**config.mk**
```make
export PLATFORM = sky130hd
export DESIGN_NAME = func3_serial_seq
export DESIGN_NICKNAME = d
export VERILOG_FILES = /design/src/rtl/func3_pkg.sv /design/src/rtl/func3_cell.sv /design/src/rtl/func3_serial_seq.sv
export SDC_FILE = /design/constraint.sdc
export NUM_CORES = 1
export LEC_CHECK = 0
export ABC_AREA = 1
export CORE_MARGIN = 3
export CORE_UTILIZATION = 54
export CTS_BUF_LIST = sky130_fd_sc_hd__clkbuf_8 sky130_fd_sc_hd__clkbuf_16
export DETAILED_ROUTE_END_ITERATION = 10
export PLACE_DENSITY = 0.83
export SETUP_SLACK_MARGIN = 0.4
export SKIP_CTS_REPAIR_TIMING = 1
export SLEW_MARGIN = 25
export SYNTH_ARGS = -nofsm -noshare
export SYNTH_HDL_FRONTEND = slang
export SYNTH_SLANG_ARGS = --single-unit
```
**constraint.sdc**
```tcl
create_clock -name i_clk -period 2.49 [get_ports i_clk]
set_clock_uncertainty 0.15 [all_clocks]
set_input_delay 0.249 -clock i_clk [delete_from_list [all_inputs] [get_ports i_clk]]
set_output_delay 0.249 -clock i_clk [all_outputs]
set_load 0.02 [all_outputs]
```
**src/rtl/func3_pkg.sv**
```systemverilog
// Shared definitions for the 3-input function cell and its bit-serial sequencer.
// Holds the op codes and the sequencer state encoding.
package func3_pkg;

  localparam logic [1:0] CODE_SUM  = 2'b00;
  localparam logic [1:0] CODE_NAND = 2'b01;
  localparam logic [1:0] CODE_NOR  = 2'b10;
  localparam logic [1:0] CODE_XNOR = 2'b11;

  typedef enum logic [1:0] {
    IDLE,
    RUN,
    DONE
  } state_t;

endpackage

```
**src/rtl/func3_cell.sv**
```systemverilog
// Combinational 3-input function cell: one of four 2-bit-coded functions of a/b/c,
// plus the majority of a/b/c used as the carry when chained as a full adder.
module func3_cell
  import func3_pkg::*;
(
  input  logic       a,
  input  logic       b,
  input  logic       c,
  input  logic [1:0] code,
  output logic       f,
  output logic       maj
);

  always_comb begin
    f = 1'b0;
    case (code)
      CODE_SUM:  f = a ^ b ^ c;
      CODE_NAND: f = ~(a & b & c);
      CODE_NOR:  f = ~(a | b | c);
      CODE_XNOR: f = ~(a ^ b ^ c);
      default:   f = 1'b0;
    endcase
  end

  assign maj = (a & b) | (a & c) | (b & c);

endmodule

```
**src/rtl/func3_serial_seq.sv**
```systemverilog
// Bit-serial sequencer: streams two WIDTH-bit operands LSB-first through one func3_cell,
// chaining the carry for the sum code so the block behaves as a serial adder.
module func3_serial_seq
  import func3_pkg::*;
#(
  parameter  int WIDTH = 8,
  localparam int CNT_W = $clog2(WIDTH) + 1
) (
  input  logic             i_clk,
  input  logic             i_rst,
  input  logic             i_start_valid,
  output logic             o_start_ready,
  input  logic [WIDTH-1:0] i_a,
  input  logic [WIDTH-1:0] i_b,
  input  logic             i_cin,
  input  logic [1:0]       i_code,
  output logic             o_res_valid,
  input  logic             i_res_ready,
  output logic [WIDTH-1:0] o_result,
  output logic             o_cout,
  output logic             o_busy
);

  localparam logic [CNT_W-1:0] LAST_BIT = CNT_W'(WIDTH - 1);

  state_t           state;
  logic [CNT_W-1:0] cnt;
  logic [WIDTH-1:0] a_sh;
  logic [WIDTH-1:0] b_sh;
  logic [WIDTH-1:0] result;
  logic [1:0]       code_reg;
  logic             c_reg;
  logic             cout_q;
  logic             bit_f;
  logic             bit_maj;

  func3_cell u_cell (
    .a    (a_sh[0]),
    .b    (b_sh[0]),
    .c    (c_reg),
    .code (code_reg),
    .f    (bit_f),
    .maj  (bit_maj)
  );

  // Shift right and insert at the MSB; written without slicing so WIDTH=1 elaborates.
  function automatic logic [WIDTH-1:0] shift_in(input logic [WIDTH-1:0] v, input logic msb);
    logic [WIDTH-1:0] r;
    r = v >> 1;
    r[WIDTH-1] = msb;
    return r;
  endfunction

  always_ff @(posedge i_clk) begin
    if (i_rst) begin
      state    <= IDLE;
      cnt      <= '0;
      a_sh     <= '0;
      b_sh     <= '0;
      result   <= '0;
      code_reg <= CODE_SUM;
      c_reg    <= 1'b0;
      cout_q   <= 1'b0;
    end else begin
      case (state)
        IDLE: begin
          if (i_start_valid) begin
            a_sh     <= i_a;
            b_sh     <= i_b;
            code_reg <= i_code;
            c_reg    <= i_cin;
            cnt      <= '0;
            result   <= '0;
            cout_q   <= 1'b0;
            state    <= RUN;
          end
        end
        RUN: begin
          result <= shift_in(result, bit_f);
          a_sh   <= a_sh >> 1;
          b_sh   <= b_sh >> 1;
          cnt    <= cnt + 1'b1;
          // Only the sum code chains the carry; other codes keep the latched constant.
          if (code_reg == CODE_SUM) c_reg <= bit_maj;
          if (cnt == LAST_BIT) begin
            cout_q <= (code_reg == CODE_SUM) ? bit_maj : 1'b0;
            state  <= DONE;
          end
        end
        DONE: begin
          if (i_res_ready) state <= IDLE;
        end
        default: state <= IDLE;
      endcase
    end
  end

  assign o_start_ready = (state == IDLE);
  assign o_res_valid   = (state == DONE);
  assign o_busy        = (state != IDLE);
  assign o_result      = result;
  assign o_cout        = cout_q;

endmodule

```
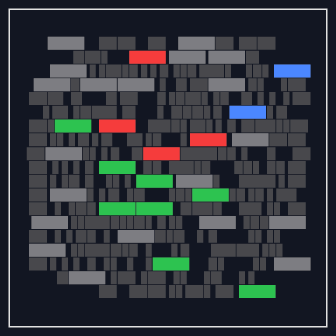
(images/registers.png)
signal	colour	placed flops
b_sh	green	8
state	blue	2
cnt	red	4
not coloured	20

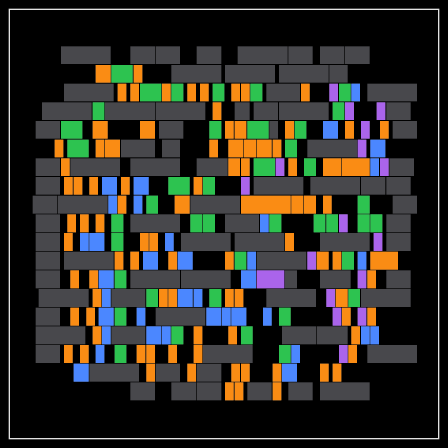
(images/gate_families.png)
family	colour	cells	most used
NAND gates	orange	91	nand2_1
inverters	purple	17	inv_1
inverting AOI/OAI gates	green	41	a21oi_1
NOR gates	blue	36	nor2_1

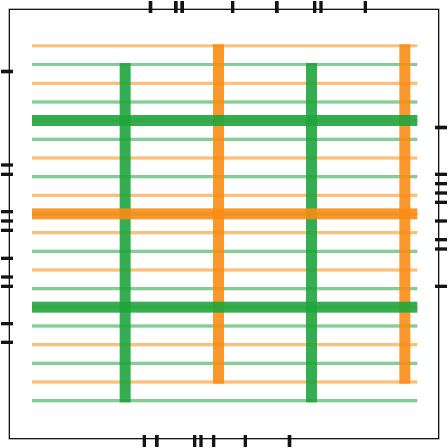
(images/pdn.png)
Pins as bars on the die edge.
net	colour
VDD	orange
VSS	green
met1 rails	20
rows	19

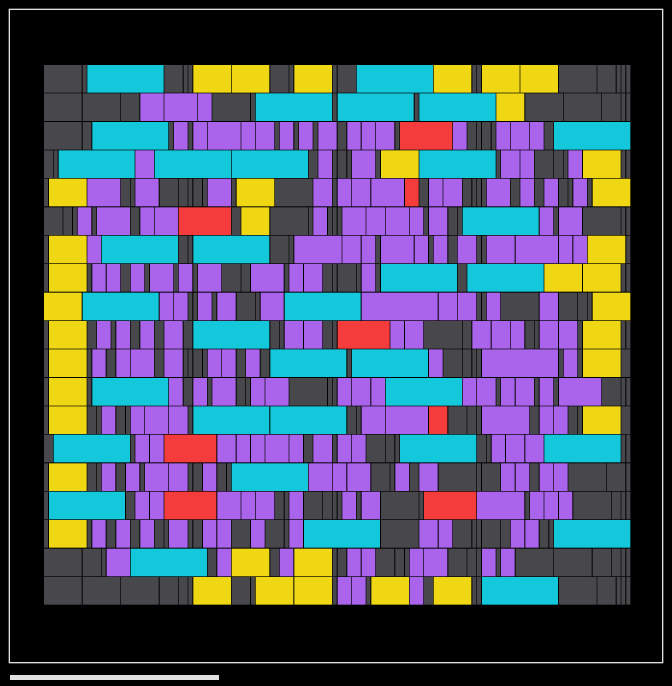
(images/cell_classes.png)
The bar under the picture is 20 um long. Fill, decap, tap and diode cells in grey.
class	colour	cells	share of their area
all other logic	purple	190	46%
flops	cyan	34	33%
clock drivers and dummy loads	red	8	4.4%
other buffers and delay cells	yellow	36	17%

-- layout make-up --
type	count	area share, %
clock buffers	6	3.89
clock inverters	2	0.412
inverters	17	3.36
multi-input cells	173	41.1
flip-flops and latches	34	32.0
well taps	42	2.47
repair buffers	36	16.7
-- worst max path at each step --
stage / start / endpoint / depth (start not counted)
detailed placement: state[0] / b_sh[0] / 7
finish: state[0] / o_start_ready / 2
floorplan: state[0] / o_result[5] / 7
global placement: state[0] / a_sh[3] / 7
global route: state[0] / o_start_ready / 2
CTS: state[0] / o_start_ready / 2
-- where the power goes --
part	internal [W]	switching, W
sequential	0.000611	0.0000456
combinational	0.000168	0.000265
clock	0.000219	0.000194
total	0.000998	0.000504
-- cells by family after synthesis --
kind of cell	Yosys count
AOI/OAI and AO/OA	41
DFF	34
and+or+nand+nor	128
adders and majority gates	4
buffers and inverters	27
-- worst max-delay path: stages, from the launching register on --
cell,delay (ps)
dfxtp_1,370
nor2_2,240
clkdlybuf4s50_1,650
-- cell usage after synthesis (all sizes together) --
library cell and number:
buf 7, clkbuf 3, a21oi 21, nand3b 1
dfxtp 34, inv 17, nor2 36, nand2 82
or2 1, nand3 7, o21ai 20, ha 3
fa 1, nand4 1
-- per-stage QoR --
stage                     setup WS [ps]  utilization (%)  hold slack, ps
after floorplan                     983                -             168
after global routing                462             73.3             339
after global placement              820             70.1             305
after CTS                           539             73.3             321
final                               553             73.3             317
after detailed placement            801             70.1             312
-- metal layers --
| metal | vias to the layer above | global-route usage [%] | routed length, um |
|---|---|---|---|
| met2 | 37 | 30.6 | 1540 |
| met3 | 12 | 6.13 | 157 |
| met1 | 663 | 23.0 | 1550 |
| li1 | 799 | - | - |
| met4 | 0 | 10.2 | 95 |
| met5 | - | 0 | 0 |
==> flow_summary.json <==
{
  "warning_count": 28,
  "drv_cap": 0,
  "grt_start_max_net_pins": 28,
  "cts_tree": "done",
  "required_ps": 2090,
  "syn_nets": 261,
  "clock_path_buffers": 2,
  "postLayoutCellArea_um2": 2120,
  "grt-ovfl-total": 0,
  "final_common_cell": "nand2_1",
  "worstHoldEndpoint": "a_sh[7]",
  "synthAdderAreaFrac_pct": 3.36,
  "rr_worst_depth": 7,
  "avgSynthCellArea_um2": 7.33,
  "r2r_end": "b_sh[0]",
  "synth_seq_share_pct": 39.7,
  "largest_area_cell": "dfxtp_1",
  "drtAntennaViolNets": 0,
  "worst_pin_slew_ps": 526,
  "fmax_mhz": 516,
  "instances_no_fill": 310,
  "yosys_warnings": 0,
  "synth.top_cells.by_area": "dfxtp_1 40%, nand2_1 16%, nor2_2 5.8%, a21oi_1 4.4%, nor2_1 4.4%",
  "diodes": 0,
  "ys_chip_area_um2": 1710,
  "synthesis.area_um2": 1710,
  "numCtsBuffers": 5,
  "num_io_pins": 35,
  "synthCells": 234,
  "synthToLayoutAreaGrowth_pct": 23.9,
  "critPathLaunchType": "flop",
  "fp.dieW_um": 62.3,
  "cts_root_buf": "clkbuf_8",
  "r2r_start": "state[0]",
  "final_nets": 294,
  "vias_per_cell": 4.87,
  "crit_type": "flop to output port",
  "p_per_area_nw_per_um2": 707,
  "outcome": "finished, final reports clean",
  "finalSetupTns_ps": 0,
  "hold_class": "flop to flop",
  "clock.latency.late_pin_ps": 280,
  "via_count": 1511,
  "leakage_nw": 0.909,
  "synthAoiAreaFrac_pct": 13.5,
  "setup_viol": 0,
  "h-tree-depth": 2,
  "dpl.hpwl_um": 2320,
  "port_buffers": 34,
  "ys_types": 27,
  "critPathCaptureType": "output port",
  "clock_sinks": 34,
  "topCombFamilyByArea": "simple AND/OR/NAND/NOR gates",
  "wl_um": 3340,
  "grt_pass1_vias": 1437,
  "mostFrequentLayoutCells": "73 x nand2_1, 34 x dfxtp_1, 34 x clkdlybuf4s50_1, 20 x nor2_1, 16 x nor2_2",
  "drtIter0Drc": 74,
  "ys_ff": 34,
  "grt_util_all_layers_pct": 19.2,
  "finalMaxSlewViolations": 0,
  "place_inst": 302,
  "die_area_um2": 3890,
  "design.core.area_um2": 2900,
  "gp_congestion": 0.744,
  "ys_cells": 234,
  "rsz0062_at_grt": "false",
  "fin_crit_sh_pct": 77.8,
  "n_fill_cell": 259,
  "hold_viol": 0,
  "dr.pass1.iters": 4,
  "ys_sh_simple_pct": 34.1,
  "row_count": 19,
  "comb_area_um2": 873,
  "holdPathStages": 2,
  "top_cell_area_share_pct": 39.7,
  "slew_headroom_pct": 64.9,
  "fp.dieH_um": 62.3,
  "fp-utilization_pct": 59.1,
  "period_minus_slack_ps": 1940,
  "wl_per_cell_um": 10.8,
  "drive_gt1_share_pct": 16.8,
  "grt_pass1_wl_um": 6110,
  "placed_cell_area_um2": 2030,
  "antenna_found_initial": 0
}
Power is estimated from default activity; no workload was simulated.
